==> config.mk <==
export PLATFORM = sky130hd
export DESIGN_NAME = sram_row_feeder
export DESIGN_NICKNAME = d
export VERILOG_FILES = /design/src/rtl/sram_row_feeder.sv
export SDC_FILE = /design/constraint.sdc
export NUM_CORES = 1
export LEC_CHECK = 0
export CAP_MARGIN = 20
export CORE_MARGIN = 4
export CORE_UTILIZATION = 35
export DETAILED_ROUTE_END_ITERATION = 16
export PLACE_DENSITY = 0.63
export SYNTH_ARGS = -nofsm -noshare
export SYNTH_HDL_FRONTEND = slang
export SYNTH_SLANG_ARGS = --single-unit
==> constraint.sdc <==
create_clock -name clk -period 2.65 [get_ports clk]
set_input_delay 0.3975 -clock clk [delete_from_list [all_inputs] [get_ports clk]]
set_output_delay 0.3975 -clock clk [all_outputs]
set_load 0.05 [all_outputs]
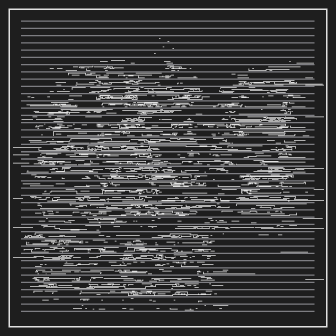
(run_1/m1.png)
Supply wires on this layer in grey.
share of all routed wire: 45%
longest straight run: 38.6 µm
wire length on this layer: 5010 µm
count of vias placed by the detailed router: 3819
met1 routing resource usage after global routing: 20.8%

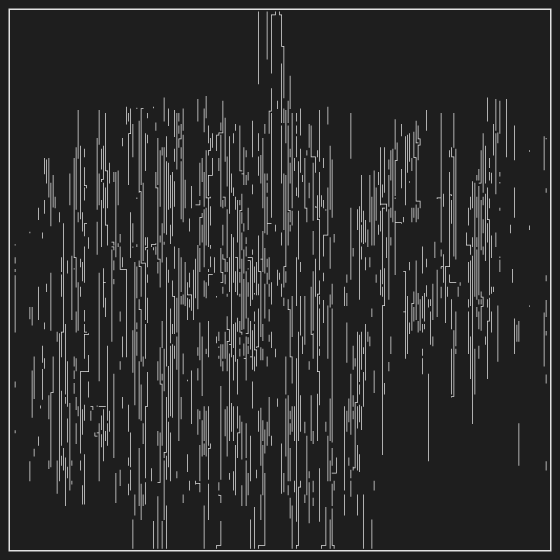
(run_1/m2.png)
share of all routed wire: 49%
longest straight run: 42.2 µm
wire length on this layer: 5370 µm
nets with wire on the layer: 540
main direction: vertical
post-detailed-routing wire length: 11.0 mm
met2 Use GR: 27.7%

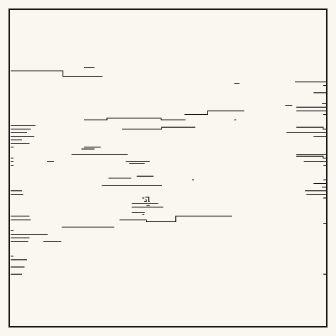
(run_1/m3.png)
nets with wire on the layer: 64
share of all routed wire: 5.0%
wire length on this layer: 553 µm
longest straight run: 22.3 µm
main direction: horizontal
met3 Usage GRT: 4.69%

==> git commit body, run 1 <==
Refresh implementation metrics

- GR Overflow Total: 0
- Leakage power: 2.70 nW
- The layout report lists the multi-input gate area as about 0.0026 mm².
- Initial antenna violation count: 0
- Clock skew after layout: between 0.002 and 0.003 ns
- Power per unit of standard cell area: approximately 1200 mW/mm²
- Tapcell count: approximately 150
- Starting DRT DRC Count: ~300
- Top routing layer in use: met4
- Tightest Pin Transition: ~0.73 ns
- In this run the standard cell core region covers roughly 0.012 mm².
* Hold Worst Slack: between 0.1 and 0.15 ns
* 1st-pass router iterations: 4
- Root cell of the clock tree: clkbuf_16
* Slew Viols, Final: 0
- Outcome: finished with violations
- At floorplan, the net count of the design was reported as about 560.
- During placement, the flow inserted port buffers numbering roughly 65.
* Cell class ranked first by area: multi-input combinational cells
- The library cells used most frequently in the layout, excluding fill and tap cells, are nand2_1, dfrtp_1, clkdlybuf4s50_1.
* Proportion of layout cells with a drive suffix above 1: a little over a fifth
- Crit path setup slack, layout: -0.291 ns
- Nonclk buf count: about 110
- The via count of the first global-routing pass came to around 4000.
* Count of endpoints failing hold in the final timing report: 0
- The checks that failed: negative setup slack.
- The share of the core area taken by cells at floorplan is around 36%.
- Vertical die size: between 100 and 150 µm
- Non-Clock Buffer Area Fraction: 17.4%
- Worst IR Drop VDD: approximately 0.0008 V
- Total of fill cells in the finished design: approximately 1100
* Number of setup violations in the final report: 9
- Across the run, the number of max-cap violations was 0.
* TritonCTS Buffers: 9
- Area fraction in full adders, half adders and majority gates: a little under 8%
- Entering global routing, the biggest net connects approximately 47 pins.
- Max clock buf depth: 2
[run 1: synthesized netlist by cell type (2+ instances only)]
cell type  count
nor4_1         7
a21o_1        11
dfrtp_1       67
nand2_1      115
clkbuf_1      13
and2_1         4
ha_1          25
a21oi_1       24
nand4_1        3
a41o_1         3
and3_1         3
nor2b_1        3
mux2_2         9
xor2_1        21
or3_1          8
nand3_1       10
nor3_1         9
nor3b_1        2
buf_2          4
xnor2_1       27
a311oi_1       7
mux2i_1        2
a221oi_1       7
a31oi_1        7
nor2_1        34
o21ai_0       25
inv_1         17
clkbuf_2       2
nand2b_1       2
[run 1: per-stage QoR]
step	setup slack, ns	TNS (ns)	cells
2_1_floorplan	-0.159	-0.246	491
3_3_place_gp	-0.0290	-0.0693	719
3_5_place_dp	-0.0963	-0.299	719
4_1_cts	-0.372	-2.05	739
5_1_grt	-0.409	-2.85	741
6_report	-0.291	-1.71	741
[run 1: what timing repair did]
item | 4_1_cts | 5_1_grt
gates resized | 30 | 22
buffers inserted | 4 | 4
hold endpoints to repair | 0 | 0
pin swaps | 15 | 14
endpoints found under the setup margin | 16 | 16
gates cloned | 0 | 0
[run 1: critical path, stage by stage (launching register included)]
cell,delay [ns]
dfrtp_1,0.38
ha_2,0.20
fa_2,0.33
a21o_1,0.17
a21oi_2,0.15
o211ai_1,0.12
a31oi_2,0.27
o21ai_4,0.11
a31oi_1,0.19
a41o_2,0.14
buf_8,0.14
[run 1: report_power, final]
group	internal (mW)	switching (mW)	leakage, nW
Sequential	1.42	0.374	0.853
Combinational	1.63	2.14	1.69
Clock	0.870	0.445	0.165
==> run_1/clock_nets.png <==
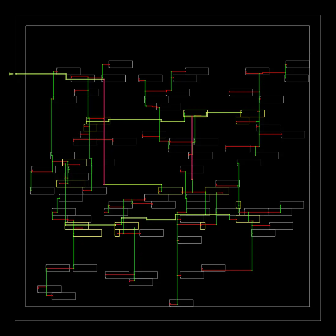

==> run 2: changes to the inputs <==
--- a/config.mk
+++ b/config.mk
@@ -10,6 +10,7 @@
 export CORE_UTILIZATION = 35
 export DETAILED_ROUTE_END_ITERATION = 16
 export PLACE_DENSITY = 0.63
+export SETUP_SLACK_MARGIN = 0.2
 export SYNTH_ARGS = -nofsm -noshare
 export SYNTH_HDL_FRONTEND = slang
 export SYNTH_SLANG_ARGS = --single-unit
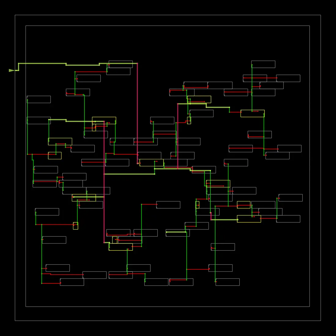
(run_2/clock_nets.png)
power consumed by the clock network: 1.11 mW
TritonCTS Buffers: 9
layout sequential cell count: 67
clk_lat worst skew: 0.34 ns
clock buffer instance count of the final layout: 14

==> run 2 against run 1 <==
Effect of this change: the run still ends with negative setup slack left; non-clock buffer count decreased by 2; cell area increased by 2.6%; maximum frequency decreased by 2.3%; critical endpoint is now sram_addr[12].
==> git commit body, run 2 <==
Refresh implementation metrics

- Across the routed clock network, the largest skew measured is 0.00373 ns.
- Ranked by total cell area, the synthesized netlist is headed by dfrtp_1, nand2_1, ha_1.
* Master of the slowest instance on the critical path: dfrtp_1
- Max clock buf depth: 2
* Most common cell in the netlist: nand2_1
- Setup Slack @ Placement: -0.0337 ns
- The final timing report gives a worst setup slack of -0.360 ns.
- Leakage power: approximately 2.7 nW
* Buffer and inverter count on the worst path: 1
- In the final report, the number of pins over their slew limit comes to 0.
- Tightest Pin Transition: 0.877 ns
- The STA report counts the stages on the worst setup path as 10.
- Max stage delay on crit path: 0.38 ns
- Total of fill cells in the finished design: between 1000 and 1500
- For reference, the final report shows the hold violation count at 0.
- By instance count, the cell type seen most on the critical path is a31oi_2.
- Listed in order, past its start point the critical path passes ha_2, fa_2, a21o_1, a21oi_2, o211ai_1, a31oi_2, o21ai_4, a31oi_2, a41o_2, buf_6.
* Failing checks: negative setup slack
* Std-Cell Core Area: between 0.01 and 0.015 mm²
- Cell family contributing the most delay on the critical path: AND-OR/OR-AND gates
* Pin count of the biggest net entering global routing: 68
- The number of antenna violations at the first check in global routing was 0.
- Hold Worst Slack: between 0.2 and 0.3 ns
- Vertical die size: between 100 and 150 µm
- The report lists the power per cell area as roughly 1200 mW/mm².
- Most frequent cells in the layout: nand2_1, dfrtp_1, clkdlybuf4s50_1
- Proportion of layout cells with a drive suffix above 1: approximately a quarter
- The run finished, with violations left.
- The detailed router used layers up to and including met4.
- Initial core utilization: 35.6%
- The via count of the first global-routing pass came to between 3000 and 4000.
- The last timing report of the flow puts the setup violation total at 9.
- 1st-pass router iterations: 4
* Comb area: 0.00278 mm²
* Worst IR Drop VDD: approximately 0.00063 V
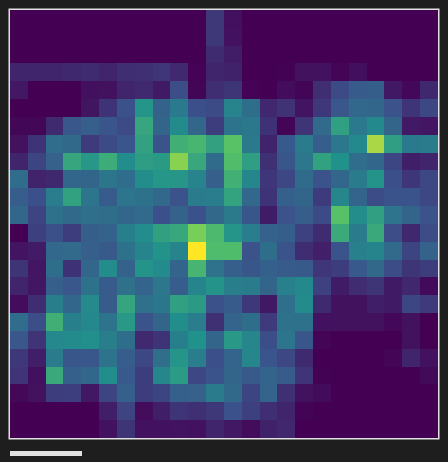
(run_2/route_heat.png)
Scale bar: 20 µm. 24 x 24 tiles, from dark purple (low) to yellow (high), scaled to the fullest tile. Values are wire area over tile area, all layers added.
mean over tiles: 0.12
emptiest ninth of the die: lower right
tiles over half the peak: 9.0%
fullest tile: 0.56
nearly empty tiles: 24%
count of vias placed by the detailed router: 3818
post-detailed-routing wire length: 11.0 mm
post-DR wirelength/cell: 14.9 µm
total track usage: 16.0%

[run 2: cell counts after synthesis]
Identical to the previous run, type by type.
[run 2: cells by family after synthesis]
kind of cell               share of synthesized area [%]
and+or+nand+nor                                     21.3
AOI/OAI and AO/OA                                   14.9
DFF                                                 39.3
xor gates and xnor gates                            10.2
buffers and inverters                               3.52
adders and majority gates                           7.81
muxes                                               2.85
[run 2: per-stage QoR]
stage | instance area (µm²) | instances | power [mW] | TNS (ns)
final | 6080 | 739 | 7.03 | -2.00
after global routing | 6080 | 739 | 7.53 | -3.05
after CTS | 5860 | 731 | 6.87 | -2.05
after detailed placement | 5290 | 708 | 5.28 | -0.0613
after global placement | 5290 | 708 | 5.18 | 0
after floorplan | 4340 | 491 | 4.18 | -0.0658
[run 2: power by group]
part	leakage [nW]	internal [mW]	switching, mW	total (mW)
clock network	0.137	0.682	0.430	1.11
logic	1.71	1.84	2.23	4.07
registers	0.852	1.43	0.419	1.84
total	2.70	3.95	3.08	7.03
[run 2: metal layers]
layer | track usage [%] | vias to the layer above
li1 | - | 1886
met1 | 21.1 | 1837
met2 | 26.1 | 85
met3 | 4.64 | 10
met4 | 3.77 | 0
met5 | 0 | -
[run 2: final cells by class]
type / instances / area share (%)
clock buffers: 14 / 4.35
clock inverters: 2 / 0.165
inverters: 18 / 1.15
multi-input cells: 386 / 45.8
flip-flops and latches: 67 / 27.6
well taps: 147 / 3.03
repair buffers: 105 / 17.9
[run 2: repair_timing]
action,in CTS,in global routing
gates resized,55,29
pin swaps,22,23
hold buffers,0,0
endpoints found under the hold margin,0,0
cloned,1,0
setup endpoints to repair,19,19
setup buffers,6,8
Power figures rest on the tool's default switching activity, not on a simulated workload.
